run_1/sizes.png
Scale bar: 20 um.
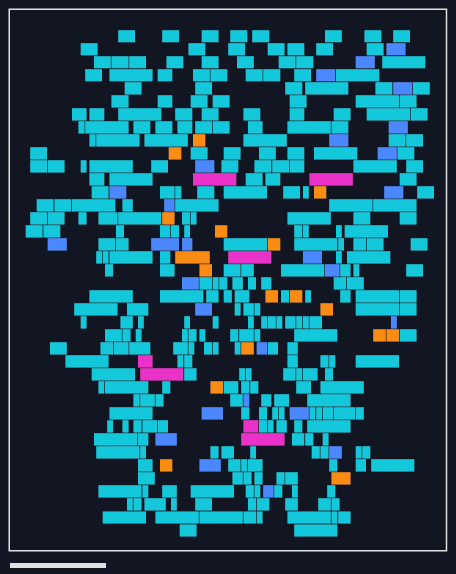
run_1/flops_by_reg.png
Scale bar: 20 um.
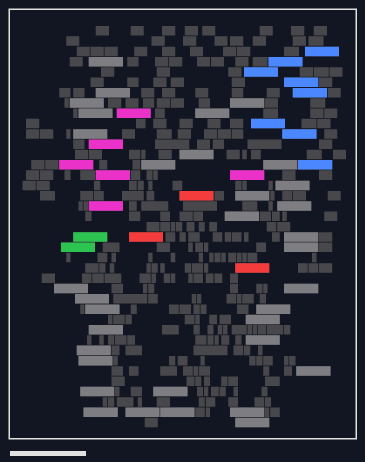
run_1/io_fan.png
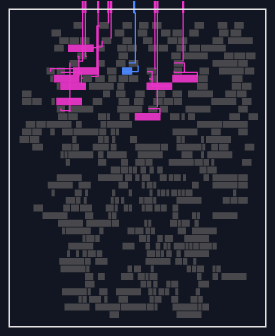
`config.mk`:
```
export PLATFORM = sky130hd
export DESIGN_NAME = ulpi_reg_seq
export DESIGN_NICKNAME = d
export VERILOG_FILES = /design/src/rtl/ulpi_reg_seq.sv
export SDC_FILE = /design/constraint.sdc
export NUM_CORES = 1
export LEC_CHECK = 0
export CORE_ASPECT_RATIO = 1.25
export CORE_MARGIN = 2
export CORE_UTILIZATION = 30
export DETAILED_ROUTE_END_ITERATION = 8
export PLACE_DENSITY = 0.51
export SLEW_MARGIN = 25
export SYNTH_ARGS = -nofsm -noshare
export SYNTH_HDL_FRONTEND = slang
export SYNTH_SLANG_ARGS = --single-unit
```
`constraint.sdc`:
```
create_clock -name CLK_60M -period 2.9 [get_ports CLK_60M]
set_input_delay 0.435 -clock CLK_60M [delete_from_list [all_inputs] [get_ports CLK_60M]]
set_output_delay 0.435 -clock CLK_60M [all_outputs]
set_load 0.01 [all_outputs]
```
`src/rtl/ulpi_reg_seq.sv`:
```
`timescale 1ns/1ps
// ULPI register-access sequencer: runs a PHY boot table after link-up, then
// arbitrates two requesters onto the single ULPI register port with retry/timeout.
module ulpi_reg_seq #(
  parameter int         MAX_RETRY = 3,
  parameter logic [7:0] TIMEOUT   = 8'd255
) (
  input  logic       CLK_60M,
  input  logic       RST_A_USB,
  input  logic       U_READY,
  input  logic       U_REG_DONE,
  input  logic       U_REG_FAIL,
  input  logic [7:0] U_REG_DATA_O,
  output logic       U_REG_EN,
  output logic       U_REG_RW,
  output logic [5:0] U_REG_ADDR,
  output logic [7:0] U_REG_DATA_I,
  input  logic       R0_REQ,
  input  logic       R0_RW,
  input  logic [5:0] R0_ADDR,
  input  logic [7:0] R0_WDATA,
  input  logic       R1_REQ,
  input  logic       R1_RW,
  input  logic [5:0] R1_ADDR,
  input  logic [7:0] R1_WDATA,
  output logic       R0_ACK,
  output logic       R1_ACK,
  output logic       R0_ERR,
  output logic       R1_ERR,
  output logic [7:0] RDATA,
  output logic       INIT_DONE,
  output logic       INIT_ERR
);

  typedef enum logic [2:0] {BOOT, I_ISSUE, I_WAIT, ARB, ISSUE, WAIT, RESP} state_t;

  localparam logic [7:0] MAX_R = 8'(MAX_RETRY);

  state_t     state_reg, state_next;
  logic [1:0] idx_reg, idx_next;
  logic [7:0] retry_reg, retry_next;
  logic [7:0] tmo_reg, tmo_next;
  // One-hot {R1,R0}; 00 after reset so the first contested grant goes to R0.
  logic [1:0] last_grant_reg, last_grant_next;
  logic [7:0] rdata_reg, rdata_next;
  logic       init_done_reg, init_done_next;
  logic       init_err_reg, init_err_next;
  logic       en_reg, en_next;
  logic       rw_reg, rw_next;
  logic [5:0] addr_reg, addr_next;
  logic [7:0] wdata_reg, wdata_next;
  logic [1:0] ack_reg, ack_next;
  logic [1:0] err_reg, err_next;

  logic        gnt;
  logic        resp_fail;
  logic        can_retry;
  logic        access_next;
  logic [13:0] ent;

  function automatic logic [13:0] boot_entry(input logic [1:0] i);
    case (i)
      2'd0:    boot_entry = {6'h0A, 8'h00};
      2'd1:    boot_entry = {6'h04, 8'h45};
      default: boot_entry = {6'h07, 8'h00};
    endcase
  endfunction

  always_ff @(posedge CLK_60M or posedge RST_A_USB) begin
    if (RST_A_USB) begin
      state_reg      <= BOOT;
      idx_reg        <= '0;
      retry_reg      <= '0;
      tmo_reg        <= '0;
      last_grant_reg <= '0;
      rdata_reg      <= '0;
      init_done_reg  <= 1'b0;
      init_err_reg   <= 1'b0;
      en_reg         <= 1'b0;
      rw_reg         <= 1'b0;
      addr_reg       <= '0;
      wdata_reg      <= '0;
      ack_reg        <= '0;
      err_reg        <= '0;
    end else begin
      state_reg      <= state_next;
      idx_reg        <= idx_next;
      retry_reg      <= retry_next;
      tmo_reg        <= tmo_next;
      last_grant_reg <= last_grant_next;
      rdata_reg      <= rdata_next;
      init_done_reg  <= init_done_next;
      init_err_reg   <= init_err_next;
      en_reg         <= en_next;
      rw_reg         <= rw_next;
      addr_reg       <= addr_next;
      wdata_reg      <= wdata_next;
      ack_reg        <= ack_next;
      err_reg        <= err_next;
    end
  end

  always_comb begin
    state_next      = state_reg;
    idx_next        = idx_reg;
    retry_next      = retry_reg;
    tmo_next        = tmo_reg;
    last_grant_next = last_grant_reg;
    rdata_next      = rdata_reg;
    init_done_next  = init_done_reg;
    init_err_next   = init_err_reg;
    en_next         = 1'b0;
    rw_next         = rw_reg;
    addr_next       = addr_reg;
    wdata_next      = wdata_reg;
    ack_next        = '0;
    err_next        = '0;
    gnt             = 1'b0;
    ent             = '0;
    // A timeout behaves exactly like an abort; DONE beats FAIL in the same cycle.
    resp_fail   = (U_REG_FAIL || (tmo_reg == TIMEOUT)) && !U_REG_DONE;
    can_retry   = retry_reg < MAX_R;

    if (state_reg != BOOT && !U_READY) begin
      state_next     = BOOT;
      init_done_next = 1'b0;
      retry_next     = '0;
      if (state_reg == ISSUE || state_reg == WAIT)
        err_next[last_grant_reg[1]] = 1'b1;
    end else begin
      unique case (state_reg)
        BOOT: begin
          idx_next       = '0;
          retry_next     = '0;
          init_done_next = 1'b0;
          if (U_READY) state_next = I_ISSUE;
        end
        I_ISSUE: begin
          en_next    = 1'b1;
          tmo_next   = '0;
          state_next = I_WAIT;
        end
        I_WAIT: begin
          tmo_next = tmo_reg + 8'd1;
          if (U_REG_DONE || (resp_fail && !can_retry)) begin
            retry_next = '0;
            if (!U_REG_DONE) init_err_next = 1'b1;
            if (idx_reg == 2'd2) begin
              init_done_next = 1'b1;
              state_next     = ARB;
            end else begin
              idx_next   = idx_reg + 2'd1;
              state_next = I_ISSUE;
            end
          end else if (resp_fail) begin
            retry_next = retry_reg + 8'd1;
            state_next = I_ISSUE;
          end
        end
        ARB: begin
          if (init_done_reg && (R0_REQ || R1_REQ)) begin
            gnt             = (R0_REQ && R1_REQ) ? last_grant_reg[0] : R1_REQ;
            last_grant_next = gnt ? 2'b10 : 2'b01;
            rw_next         = gnt ? R1_RW : R0_RW;
            addr_next       = gnt ? R1_ADDR : R0_ADDR;
            wdata_next      = gnt ? R1_WDATA : R0_WDATA;
            retry_next      = '0;
            state_next      = ISSUE;
          end
        end
        ISSUE: begin
          en_next    = 1'b1;
          tmo_next   = '0;
          state_next = WAIT;
        end
        WAIT: begin
          tmo_next = tmo_reg + 8'd1;
          if (U_REG_DONE) begin
            if (!rw_reg) rdata_next = U_REG_DATA_O;
            retry_next                  = '0;
            ack_next[last_grant_reg[1]] = 1'b1;
            state_next                  = RESP;
          end else if (resp_fail && !can_retry) begin
            retry_next                  = '0;
            err_next[last_grant_reg[1]] = 1'b1;
            state_next                  = RESP;
          end else if (resp_fail) begin
            retry_next = retry_reg + 8'd1;
            state_next = ISSUE;
          end
        end
        RESP:    state_next = ARB;
        default: state_next = BOOT;
      endcase
    end

    if (state_next == I_ISSUE) begin
      ent        = boot_entry(idx_next);
      rw_next    = 1'b1;
      addr_next  = ent[13:8];
      wdata_next = ent[7:0];
    end

    // Access fields are held from issue to response and zero otherwise.
    access_next = (state_next == I_ISSUE) || (state_next == I_WAIT) ||
                  (state_next == ISSUE) || (state_next == WAIT);
    if (!access_next) begin
      rw_next    = 1'b0;
      addr_next  = '0;
      wdata_next = '0;
    end
  end

  assign U_REG_EN     = en_reg;
  assign U_REG_RW     = rw_reg;
  assign U_REG_ADDR   = addr_reg;
  assign U_REG_DATA_I = wdata_reg;
  assign R0_ACK       = ack_reg[0];
  assign R1_ACK       = ack_reg[1];
  assign R0_ERR       = err_reg[0];
  assign R1_ERR       = err_reg[1];
  assign RDATA        = rdata_reg;
  assign INIT_DONE    = init_done_reg;
  assign INIT_ERR     = init_err_reg;

endmodule

```
==> results.json, run 1 <==
{
  "clk_pin_slew_ns": 0.07,
  "final-nonclk-buf-share_pct": 21.4,
  "placed_area_um2": 3800,
  "wl_met3_um": 220,
  "finClkSkew_ns": 0.00644,
  "hold_class": "in -> async",
  "layout_top_cell": "clkdlybuf4s50_1",
  "top_cell": "dfrtp_1",
  "maxUsedRoutingLayer": "met4",
  "grt_pass1_vias": 2416,
  "cts_tree": "built",
  "cts_setup_buffers": 0,
  "firstDrtPassIters": 4,
  "grtUsageTotal_pct": 14.8,
  "critPathSlowestCell": "dfrtp_1",
  "grt_max_degree": 34,
  "cp-end-kind": "register",
  "final_max_slew_viol_count": 0,
  "postRouteAntennaNets": 0,
  "tightest_slew_ns": 0.626,
  "yosysUniqueCellTypes": 61,
  "warning_count": 27,
  "worstPathArrival_ns": 2.82,
  "fillerInstances": 917,
  "mux_share_pct": 9.62,
  "met3_usage_pct": 2.66,
  "path_cells": "ha_1 > and4_4 > a211oi_2 > a21oi_1 > a32oi_1 > xor2_2 > nor2_2 > buf_4 > o2bb2ai_1",
  "irDropWorstVdd_mv": 0.257,
  "synth.cellmix.adderShare_pct": 1.76,
  "ys_seq_share_pct": 46.6,
  "dp_hpwl_um": 5810,
  "grt_pass1_wl_um": 12300,
  "reg2reg_to": "U_REG_DATA_I[7]$_DFFE_PP0P_",
  "max-slew-margin-rel_pct": 58.2,
  "fp-utilization_pct": 31.0,
  "synth_cells": 284,
  "cts_buffers": 5,
  "p_comb_share_pct": 20.6,
  "simple_gate_area_share_pct": 14.1,
  "yosys_area_um2": 2850,
  "edf_count": 0,
  "synth-compound-area-share_pct": 23.4,
  "hold_violations": 0,
  "crit_path_max_fanout": 7,
  "ys_top_logic_family": "AND-OR/OR-AND gates",
  "die-height_um": 113,
  "nets": 417,
  "cp_num_buf_inv": 1,
  "die_x_um": 91.1,
  "syn_avg_cell_area_um2": 10.0,
  "async_reset_ff_share_pct": 100,
  "inv_count": 12,
  "p_sw_w": 0.000507,
  "rsz0062_at_grt": "false",
  "dpl.cell_count": 484,
  "synthDominantCellAreaShare_pct": 46.6,
  "yosysWarnings": 0,
  "root_buffer": "clkbuf_16",
  "fp_nets": 333,
  "required_ns": 3.12,
  "pg_comb_w": 0.000372,
  "fin_cells": 492,
  "finalPower_w": 0.00180,
  "syn_area_um2": 2850,
  "use_met2_pct": 25.9,
  "gr-max-usage-layer": "met2",
  "yosysCellCount": 284,
  "outcome": "finished clean",
  "cp.depth": 9,
  "p_sw_share_pct": 28.1,
  "clk-power_w": 0.000610,
  "cts.hold.buffers_added": 0,
  "clock_sinks": 53,
  "cts_resized": 0,
  "flop-count": 53
}
Back to the opening pictures, sizes.png:
| colour | size | cells | share | most used |
|---|---|---|---|---|
| blue | _2 cells | 27 | 7.3% | mux2_2 |
| orange | _3 and _4 cells | 17 | 4.6% | buf_4 |
| cyan | _0 and _1 cells | 318 | 86% | clkdlybuf4s50_1 |
| magenta | _6 and larger | 7 | 1.9% | clkbuf_16 |
min setup slack post-route: 0.295 ns
Area Growth Syn to Fin: 38.8%
nonclk buf count: 88
Non-Filler Cell Area, Final: 3950 um^2

Back to the opening pictures, flops_by_reg.png:
| colour | name in the netlist | placed flops |
|---|---|---|
| green | idx_reg | 2 |
| red | state_reg | 3 |
| blue | RDATA | 8 |
| magenta | U_REG_ADDR | 6 |
Sequential Power: 0.000820 W
Storage cell area: 1330 um^2

Back to the opening pictures, io_fan.png:
| colour | port | bits | direction | edge | end cells | buffers | wire |
|---|---|---|---|---|---|---|---|
| magenta | U_REG_DATA_I | 8 | output | top | 8 | 8 | 268 um |
| blue | R1_RW | 1 | input | top | 1 | 1 | 28.8 um |
I/O pin count: 75
Port Buf Inserts: 74

==> run 2, diff against run 1 <==
CAP_MARGIN = 0   (was default)
clock period = 3.37 ns   (was 2.9 ns; I/O delays follow)
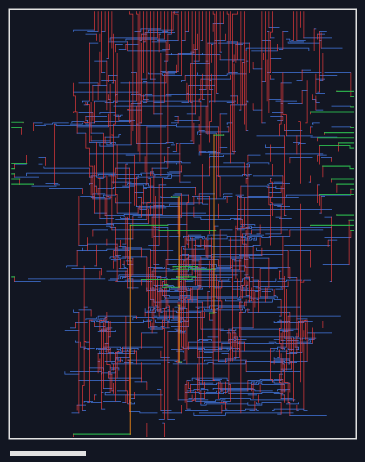
run_2/wires.png
Scale bar: 20 um.
| colour | layer | wire length |
|---|---|---|
| orange | metal 4 | 141 um |
| red | metal 2 | 3830 um |
| blue | metal 1 | 3450 um |
| green | metal 3 | 201 um |
WL final: 7610 um
via count: 2442
WL per Instance: 15.7 um
GR Util All Layers: 15.5%

==> results.json, run 2 <==
{
  "maxUsedRoutingLayer": "met4",
  "async_reset_ff_share_pct": 100,
  "cp_num_buf_inv": 2,
  "hp-start": "INIT_ERR$_DFFE_PP0P_",
  "critPathSlowestCell": "clkdlybuf4s50_1",
  "gr-max-usage-layer": "met2",
  "p_seq_share_pct": 45.7,
  "r2r_cells": 8,
  "setup_viol": 0,
  "worstPathArrival_ns": 2.85,
  "overflow": 0,
  "crit_family": "buffers and inverters",
  "hold_violations": 0,
  "utilization_pct": 42.6,
  "seq_share_pct": 33.9,
  "antenna_found_initial": 0,
  "wl_met3_um": 201,
  "synthDominantCellAreaShare_pct": 46.6,
  "lay_top_cells": "clkdlybuf4s50_1 (74), dfrtp_1 (53), nor2_1 (25), nand2_1 (25), a21oi_1 (22)",
  "start_kind": "primary input",
  "p_sw_w": 0.000444,
  "crit_type": "in -> reg",
  "grt_max_degree": 29,
  "p_int_w": 0.00111,
  "firstDrtPassIters": 4,
  "cts_resized": 0,
  "met1_length_um": 3450,
  "cts.hold.buffers_added": 0,
  "layout_top_cell": "clkdlybuf4s50_1",
  "dominantRegCellSynth": "dfrtp_1",
  "die-height_um": 113,
  "p_clk_share_pct": 34.3,
  "critPathMaxStageDelay_ns": 0.74,
  "yosysTopAreaCell": "dfrtp_1",
  "ys_seq_share_pct": 46.6,
  "grt_pass1_vias": 2511,
  "top_cells_by_count": "dfrtp_1 (53), nand2_1 (25), nor2_1 (25)",
  "use_met2_pct": 27.0,
  "area_delta_synth_final_pct": 37.3,
  "hold_class": "reg -> reg",
  "mux_share_pct": 9.62,
  "worst_slack_ns": 0.750,
  "diodes": 0,
  "top_cell": "dfrtp_1",
  "syn_avg_cell_area_um2": 10.0,
  "root_buffer": "clkbuf_16",
  "fp-utilization_pct": 31.0,
  "edf_count": 0,
  "cts_tree": "built",
  "postRouteAntennaNets": 0,
  "dominant_cells": "combinational gates",
  "fillerInstances": 944,
  "outcome": "finished clean",
  "dr_wl_met2_um": 3830,
  "yosysCellCount": 284,
  "synth-compound-area-share_pct": 23.4,
  "core_um2": 9170,
  "gp_congestion": 0.832,
  "cts_setup_buffers": 0,
  "max-slew-margin-rel_pct": 58.2,
  "grt_pass1_wl_um": 12900,
  "dp_hpwl_um": 5800,
  "irDropWorstVdd_mv": 0.189,
  "power_density_nw_per_um2": 396,
  "logic_gates": 208,
  "simple_gate_area_share_pct": 14.1,
  "clk_pin_slew_ns": 0.08,
  "die-area_um2": 10300,
  "critPathLaunch": "U_READY",
  "period_minus_slack_ns": 2.62,
  "fp_nets": 333,
  "top_power_group": "sequential cells",
  "powerSeq_w": 0.000708,
  "finClkSkew_ns": 0.00821,
  "fin_cells": 486,
  "path_cells": "clkdlybuf4s50_1 > clkinv_1 > a21oi_1 > o21ai_0 > a211oi_4 > xor2_2 > nor2_2 > a22o_1",
  "yosysWarnings": 0,
  "drtIter0Drc": 189,
  "whs_ns": 0.474,
  "p_sw_share_pct": 28.7,
  "combGateArea_um2": 1430,
  "cp-end-kind": "register",
  "holdPathEnd": "INIT_ERR$_DFFE_PP0P_",
  "crit_path_max_fanout": 11,
  "cts_buffer_depth": 2,
  "finalPower_w": 0.00155,
  "r2r_start": "tmo_reg[0]$_DFFE_PP0P_",
  "cap_violations": 0,
  "final_layout_size_suffix_gt1_share_pct": 12.4,
  "ys_sh_xor_pct": 1.19,
  "register_area_um2": 1330,
  "rrSetupSlack_ns": 0.76,
  "comb_share_pct": 36.6,
  "design_area_um2": 3910,
  "io_pins": 75,
  "yosysUniqueCellTypes": 61,
  "final_max_slew_viol_count": 0,
  "placed_area_um2": 3760,
  "io_buffers": 74,
  "viasPerCell": 5.02,
  "pg_comb_w": 0.000310,
  "buffers": 82,
  "netlist_top_cells_area": "dfrtp_1 (47%), mux2i_1 (5.3%), mux2_2 (4.3%)",
  "rsz0062_at_grt": "false",
  "yosys_area_um2": 2850,
  "power_leakage_nw": 1.68,
  "final-nonclk-buf-share_pct": 20.5,
  "die_x_um": 91.1,
  "required_ns": 3.60,
  "period_used_pct": 77.7,
  "dpl_worst_slack_ns": 0.462,
  "htreeDepth": 2,
  "drcViolationCount": 0,
  "ys.flops": 53,
  "met1_usage_pct": 19.6,
  "clock.fmax_ghz": 0.382,
  "min_delay_path_depth": 1,
  "synth.cellmix.adderShare_pct": 1.76,
  "setup-tns-final_ns": 0,
  "dpl.cell_count": 478,
  "nWellTaps": 123,
  "ys_top_logic_family": "AND-OR/OR-AND gates",
  "met3_usage_pct": 2.26,
  "nets": 411,
  "cp.depth": 8,
  "warning_count": 27,
  "syn_area_um2": 2850,
  "reg2reg_to": "U_REG_DATA_I[0]$_DFFE_PP0P_",
  "clock_area_share_pct": 3.87,
  "tightest_slew_ns": 0.626,
  "flop-count": 53,
  "synth_cells": 284,
  "crit_path_end": "U_REG_DATA_I[0]$_DFFE_PP0P_",
  "p_comb_share_pct": 20.0,
  "placementRows": 39,
  "inv_count": 12
}
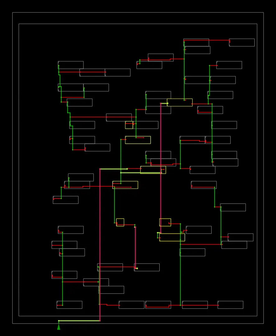
run_2/clocks.png
CTS Buf Count: 5
CTS sink cnt: 53
worst-skew pair later-pin latency: 0.30 ns
Clk. pwr: 0.000532 W
clock buf count: 5

==> run 3, diff against run 2 <==
PLACE_DENSITY = 0.53   (was 0.51)
clock period = 2.3 ns   (was 3.37 ns; I/O delays follow)
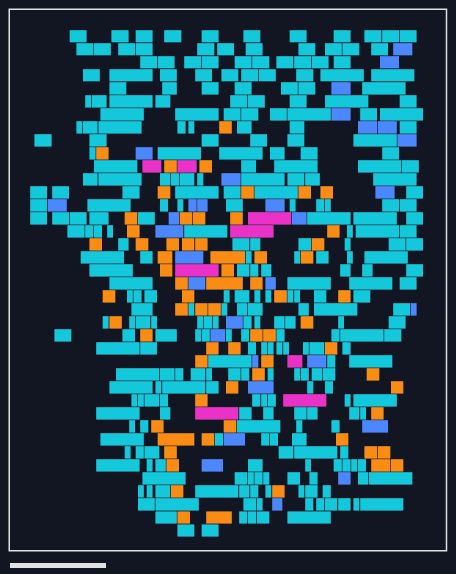
run_3/sizes.png
Scale bar: 20 um.
| colour | size | cells | share | most used |
|---|---|---|---|---|
| cyan | _0 and _1 cells | 311 | 75% | clkdlybuf4s50_1 |
| magenta | _6 and larger | 8 | 1.9% | clkbuf_16 |
| blue | _2 cells | 31 | 7.4% | mux2_2 |
| orange | _3 and _4 cells | 67 | 16% | buf_4 |
Non-Filler Cell Area, Final: 4370 um^2
min setup slack post-route: 0.0597 ns
nonclk buf count: 136

==> results.json, run 3 <==
{
  "comb_share_pct": 34.0,
  "cp_num_buf_inv": 1,
  "drtIter0Drc": 122,
  "setup_viol": 0,
  "die_x_um": 91.1,
  "critPathSlowestCell": "dfrtp_1",
  "top_cells_by_count": "dfrtp_1 (53), nand2_1 (25), nor2_1 (25)",
  "clock_area_share_pct": 3.35,
  "met3_usage_pct": 2.13,
  "power_leakage_nw": 1.96,
  "top_cell": "dfrtp_1",
  "flop-count": 53,
  "mux_share_pct": 9.62,
  "gp_congestion": 0.850,
  "placed_area_um2": 4120,
  "cap_violations": 0,
  "period_used_pct": 97.4,
  "fp_nets": 333,
  "critPathLaunch": "tmo_reg[1]$_DFFE_PP0P_",
  "clkbuf_count": 5,
  "synth_cells": 284,
  "reg2reg_to": "U_REG_DATA_I[6]$_DFFE_PP0P_",
  "cp-end-kind": "register",
  "ys_top_logic_family": "AND-OR/OR-AND gates",
  "die-height_um": 113,
  "cts_setup_buffers": 2,
  "finClkSkew_ns": 0.00689,
  "pg_comb_w": 0.000621,
  "drcViolationCount": 0,
  "netlist_top_cells_area": "dfrtp_1 (47%), mux2i_1 (5.3%), mux2_2 (4.3%)",
  "dpl.cell_count": 526,
  "warning_count": 29,
  "postRouteAntennaNets": 0,
  "diodes": 0,
  "outcome": "finished clean",
  "top_power_group": "sequential cells",
  "grt_pass1_wl_um": 13200,
  "vias": 2675,
  "yosysCellCount": 284,
  "seq_share_pct": 30.4,
  "root_buffer": "clkbuf_16",
  "clk_pin_slew_ns": 0.07,
  "path_cells": "ha_2 > and4_4 > a21o_4 > o211a_1 > a211oi_4 > xor2_2 > nor2_2 > buf_6 > a22o_1",
  "wl_um": 8040,
  "wl_met3_um": 315,
  "clock_sinks": 53,
  "antenna_found_initial": 0,
  "synth.cellmix.adderShare_pct": 1.76,
  "cp.depth": 9,
  "viasPerCell": 4.95,
  "grt_max_degree": 30,
  "start_kind": "register",
  "maxUsedRoutingLayer": "met4",
  "r2r_cells": 9,
  "final_layout_size_suffix_gt1_share_pct": 25.4,
  "combGateArea_um2": 1480,
  "lay_top_cells": "clkdlybuf4s50_1 (74), buf_4 (60), dfrtp_1 (53)",
  "crit_path_end": "U_REG_DATA_I[6]$_DFFE_PP0P_",
  "register_area_um2": 1330,
  "critPathMaxStageDelay_ns": 0.39,
  "cts_tree": "built",
  "io_buffers": 74,
  "hold_violations": 0,
  "p_seq_share_pct": 42.6,
  "dominant_cells": "combinational gates",
  "syn_avg_cell_area_um2": 10.0,
  "placementRows": 39,
  "crit_type": "reg -> reg",
  "crit_family": "AND-OR/OR-AND gates",
  "clock_latency_ns": 0.29,
  "logic_gates": 208,
  "firstDrtPassIters": 4,
  "crit_path_max_fanout": 5,
  "yosysUniqueCellTypes": 61,
  "fp-utilization_pct": 31.0,
  "p_sw_w": 0.000654,
  "met1_usage_pct": 19.0,
  "layout_top_cell": "clkdlybuf4s50_1",
  "cts_buffers": 5,
  "p_int_w": 0.00173,
  "gr-max-usage-layer": "met2",
  "cts_buffer_depth": 2,
  "ys.flops": 53,
  "fillerInstances": 895,
  "async_reset_ff_share_pct": 100,
  "overflow": 0,
  "rsz0062_at_grt": "true",
  "syn_area_um2": 2850,
  "tightest_slew_ns": 0.642,
  "core_um2": 9170,
  "final-nonclk-buf-share_pct": 27.8,
  "hold_class": "in -> async",
  "rrSetupSlack_ns": 0.06,
  "io_pins": 75,
  "grt_pass1_vias": 2743,
  "wire_per_inst_um": 14.9,
  "grtUsageTotal_pct": 15.8,
  "fin_cells": 540,
  "synthDominantCellAreaShare_pct": 46.6
}
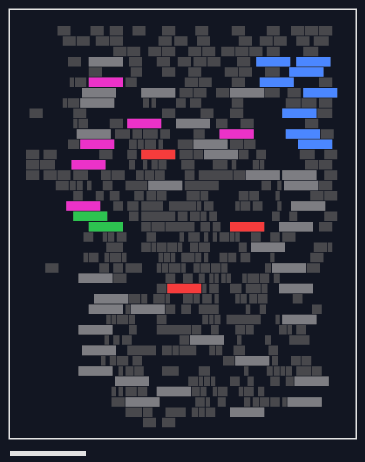
run_3/flops_by_reg.png
Scale bar: 20 um.
| colour | name in the netlist | placed flops |
|---|---|---|
| blue | RDATA | 8 |
| green | idx_reg | 2 |
| red | state_reg | 3 |
| magenta | U_REG_ADDR | 6 |
not coloured: 34
post-layout util: 47.6%
Sequential Power: 0.00102 W

Power is estimated from default activity; no workload was simulated.
